<file path="config.mk">
export PLATFORM = sky130hd
export DESIGN_NAME = knn_distance_accum
export DESIGN_NICKNAME = d
export VERILOG_FILES = /design/src/rtl/knn_pkg.sv /design/src/rtl/knn_sq_diff.sv /design/src/rtl/knn_distance_accum.sv
export SDC_FILE = /design/constraint.sdc
export NUM_CORES = 1
export LEC_CHECK = 0
export CAP_MARGIN = 40
export CORE_MARGIN = 2
export CORE_UTILIZATION = 30
export CTS_BUF_LIST = sky130_fd_sc_hd__clkbuf_8
export CTS_CLUSTER_SIZE = 20
export DETAILED_ROUTE_END_ITERATION = 8
export PLACE_DENSITY_LB_ADDON = 0.25
export SETUP_SLACK_MARGIN = 0.3
export SLEW_MARGIN = 10
export SYNTH_ARGS = -nofsm -noshare
export SYNTH_HDL_FRONTEND = slang
export SYNTH_SLANG_ARGS = --single-unit
</file>
<file path="constraint.sdc">
create_clock -name clk -period 4.4 [get_ports clk]
set_input_delay 0.88 -clock clk [delete_from_list [all_inputs] [get_ports clk]]
set_output_delay 0.88 -clock clk [all_outputs]
set_load 0.005 [all_outputs]
</file>
<file path="src/rtl/knn_pkg.sv">
// knn_pkg: shared widths, state encoding and saturating add for the k-NN distance/top-K stages
//   PIXEL_W/DIST_W/LABEL_W/NUM_PIXELS/IDX_W : default configuration
//   state_t                                 : distance-engine FSM states
//   sat_add(acc, sq, w)                     : acc+sq clamped to 2^w-1 (w <= 63)
package knn_pkg;

    localparam int PIXEL_W    = 8;
    localparam int DIST_W     = 32;
    localparam int LABEL_W    = 4;
    localparam int NUM_PIXELS = 64;
    localparam int IDX_W      = 16;

    typedef enum logic [1:0] {
        ACCUM = 2'd0,
        DRAIN = 2'd1,
        OUT   = 2'd2
    } state_t;

    // Computed one bit wider than the operands so the clamp test never sees a wrapped sum.
    function automatic logic [63:0] sat_add(input logic [63:0] acc, input logic [63:0] sq,
                                            input int unsigned w);
        logic [64:0] sum;
        logic [64:0] lim;
        sum = {1'b0, acc} + {1'b0, sq};
        lim = (65'd1 << w) - 65'd1;
        return (sum > lim) ? lim[63:0] : sum[63:0];
    endfunction

endpackage

</file>
<file path="src/rtl/knn_sq_diff.sv">
// knn_sq_diff: combinational squared absolute difference of two unsigned pixels
//   a, b : PIXEL_W unsigned inputs
//   sq   : (|a-b|)^2, 2*PIXEL_W unsigned (always fits, max (2^W-1)^2)
module knn_sq_diff #(
    parameter int PIXEL_W = 8
) (
    input  logic [PIXEL_W-1:0]   a,
    input  logic [PIXEL_W-1:0]   b,
    output logic [2*PIXEL_W-1:0] sq
);

    logic [PIXEL_W-1:0]   diff;
    logic [2*PIXEL_W-1:0] diff_w;

    assign diff   = (a > b) ? a - b : b - a;
    assign diff_w = {{PIXEL_W{1'b0}}, diff};
    assign sq     = diff_w * diff_w;

endmodule

</file>
<file path="src/rtl/knn_distance_accum.sv">
// knn_distance_accum: streaming squared-Euclidean distance between a query and one training image
//   clk, rst_n            : clock, asynchronous active-low reset
//   clear                 : synchronous abort; frame restarts at pixel 0, out_index returns to 0
//   in_valid/in_ready     : pixel-pair handshake (in_ready only in ACCUM)
//   in_query_px/train_px  : pixel pair at the same position
//   in_label              : training label, sampled on pixel 0
//   out_valid/out_ready   : result handshake (out_valid only in OUT)
//   out_distance          : saturating sum of squared differences
//   out_label/out_index   : label of the image and its ordinal since reset/clear
module knn_distance_accum #(
    parameter int NUM_PIXELS = knn_pkg::NUM_PIXELS,
    parameter int PIXEL_W    = knn_pkg::PIXEL_W,
    parameter int DIST_W     = knn_pkg::DIST_W,
    parameter int LABEL_W    = knn_pkg::LABEL_W,
    parameter int IDX_W      = knn_pkg::IDX_W
) (
    input  logic               clk,
    input  logic               rst_n,
    input  logic               clear,
    input  logic               in_valid,
    output logic               in_ready,
    input  logic [PIXEL_W-1:0] in_query_px,
    input  logic [PIXEL_W-1:0] in_train_px,
    input  logic [LABEL_W-1:0] in_label,
    output logic               out_valid,
    input  logic               out_ready,
    output logic [DIST_W-1:0]  out_distance,
    output logic [LABEL_W-1:0] out_label,
    output logic [IDX_W-1:0]   out_index
);

    import knn_pkg::*;

    localparam int CNT_W = $clog2(NUM_PIXELS);
    localparam logic [CNT_W-1:0] LAST = CNT_W'(NUM_PIXELS - 1);

    state_t               state;
    logic [CNT_W-1:0]     count;
    logic                 s1_valid;
    logic                 s1_first;
    logic                 s1_last;
    logic [2*PIXEL_W-1:0] s1_sq;
    logic [2*PIXEL_W-1:0] sq;
    logic [DIST_W-1:0]    acc;
    logic [DIST_W-1:0]    acc_base;
    logic [DIST_W-1:0]    acc_next;
    logic [LABEL_W-1:0]   label_reg;
    logic                 hs;

    knn_sq_diff #(.PIXEL_W(PIXEL_W)) u_sq (
        .a  (in_query_px),
        .b  (in_train_px),
        .sq (sq)
    );

    assign in_ready  = (state == ACCUM);
    assign out_valid = (state == OUT);
    assign hs        = in_valid && in_ready;
    // The first flag restarts the sum, so the accumulator never needs an explicit clear.
    assign acc_base  = s1_first ? '0 : acc;
    assign acc_next  = DIST_W'(sat_add(64'(acc_base), 64'(s1_sq), DIST_W));

    always_ff @(posedge clk or negedge rst_n) begin
        if (!rst_n) begin
            state        <= ACCUM;
            count        <= '0;
            s1_valid     <= 1'b0;
            s1_first     <= 1'b0;
            s1_last      <= 1'b0;
            s1_sq        <= '0;
            acc          <= '0;
            label_reg    <= '0;
            out_distance <= '0;
            out_label    <= '0;
            out_index    <= '0;
        end else if (clear) begin
            state     <= ACCUM;
            count     <= '0;
            s1_valid  <= 1'b0;
            out_index <= '0;
        end else begin
            s1_valid <= hs;
            if (hs) begin
                s1_sq    <= sq;
                s1_first <= (count == '0);
                s1_last  <= (count == LAST);
                count    <= (count == LAST) ? '0 : count + 1'b1;
                if (count == '0)
                    label_reg <= in_label;
            end
            if (s1_valid)
                acc <= acc_next;
            // The last accumulate lands on the DRAIN edge; publish the result in the same cycle.
            if (s1_valid && s1_last) begin
                out_distance <= acc_next;
                out_label    <= label_reg;
            end
            case (state)
                ACCUM: state <= (hs && count == LAST) ? DRAIN : ACCUM;
                DRAIN: state <= OUT;
                OUT: begin
                    if (out_ready) begin
                        state     <= ACCUM;
                        out_index <= out_index + 1'b1;
                    end
                end
                default: state <= ACCUM;
            endcase
        end
    end

endmodule
</file>
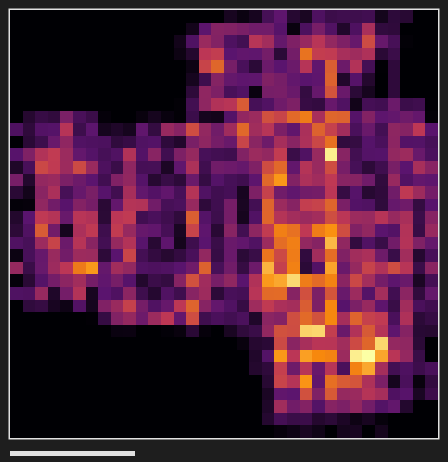
**Above:** wire density map.
Bar = 50 um. The die is cut into 34 by 34 equal tiles; black is low, pale yellow is high, scaled to the fullest tile. Values are wire area over tile area, all layers added.
The densest ninth of the die: east. The mean over all tiles is 0.11. The fullest tile reaches 0.46. The emptiest ninth of the die: south-west. 30% of the tiles are nearly empty. 11% of the tiles are over half the peak.
Vias: 7041
GRT Total Usage: 0.1409

==> reports/qor.csv <==
metric,value,unit
status,finished with violations,
violated checks,setup timing,
CTS Root Cell,clkbuf_8,
sequential cell count,114,
1st-pass router iterations,5,
Layout Skew,0.01075,ns
worst-skew pair later-pin latency,0.44,ns
logic share of the area,0.4884,
peak supply drop,0.5926,mV
family with the most delay on the worst path,adder cells,
switching pwr,3036,uW
worst setup margin,-2.021,ns
xor/xnor share,0.05972,
Seq area share,0.2529,
Top cells excl fill/tap,"nand2_1, dfrtp_1, buf_4",
largest net degree at the start of global routing,64,
post-CTS resize count,95,
Non-clock buffers,202,
MUX share of area,0.03166,
Routed Antenna Nets,0,
Final setup viols,11,
hold_ws,0.4641,ns
Mapped Area,8338,um^2
Die X,170.7,um
Post-synth EDFFs,0,
Hold Buf Count CTS,0,
CP Depth,29,
placed cells,1464,
Hold Crit Depth,2,
Sw Share,0.4055,
standard-cell rows,61,
Clock Power,1080,uW
post-synthesis sequential area ratio,0.3421,
Post-Route WL,19780,um
Post-Synth Simple-Gate Area,0.1916,
initial antenna violation count,0,
CTS tree,done,
initial drt markers,304,
yosys stat area,8338,um^2
Max-slew headroom,0.4705,
clk cell area share,0.03793,
Top Metal Used,met4,
first-pass GRT wire length,33730,um
H-tree Lvls,4,
Comb group,5110,uW
Dominant comb cell,simple AND/OR/NAND/NOR gates,
multi-input gate count,720,
adder share,0.1564,
clock share of power,0.144,
Most common reg cell,dfrtp_1,
max_cap viols,0,
WHS Endpoint,out_label[3]$_DFFE_PN0P_,
Die Size,29140,um^2
"commonest non-fill, non-tap cell in the layout",nand2_1,
buffering overhead,0.1528,
top area contributor share,0.3421,
AO/OA Area Share,0.1646,
"CTS clk-pin slew, worst paths",0.07,ns
met2 wire len,9402,um
die height,170.7,um
Mapped Nets,1062,
CP max-delay cell,fa_1,
logic area,5509,um^2
CP max stage delay,0.52,ns
R2R Setup Slk,0.78,ns
Top-Level Pins,79,
wl on met1,9438,um
pin slew with the least headroom to its limit,0.7943,ns
FP Util,0.3026,
vias in the first global route,6955,
fin crit share,1.459,
IO buf count,78,
worst path buffer plus inverter count,9,
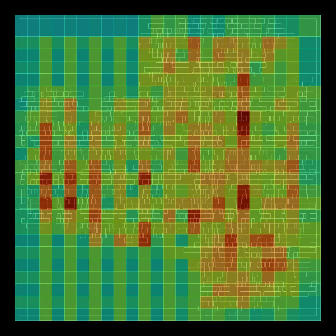
**Above:** congestion heat map.
Layout Utilization: 0.4094
WL per Instance: 13.01 um
gr busiest metal: met2
GR met3 Demand/Resource: 0.02059
met1 usage: 0.1884

-- through the flow --
step,instance area [um^2],TNS (ns),power (uW)
final,11280,-16.45,7487
after global routing,11280,-19.05,8229
after CTS,11120,-16.16,6926
after detailed placement,10370,-27.21,5439
after global placement,10350,-26.44,5417
after floorplan,8551,-17.66,4167
-- synth_stat cells (5+ instances only) --
cell type	instances
mux2i_1	17
a211oi_1	8
o211ai_1	6
nand3_1	26
a21o_1	17
a31o_2	5
clkbuf_1	35
xnor2_1	20
a31oi_1	11
o21a_1	10
nand2_1	118
o22a_1	13
dfrtp_1	114
nand2b_1	8
nor2b_1	29
a21oi_1	44
fa_1	27
ha_1	61
or2_1	5
nand4_1	10
and3_1	14
xor2_1	35
nor3_1	18
inv_1	75
o21ai_0	57
mux2_2	7
and2_1	7
nor2_1	92
Power is estimated from default activity; no workload was simulated.
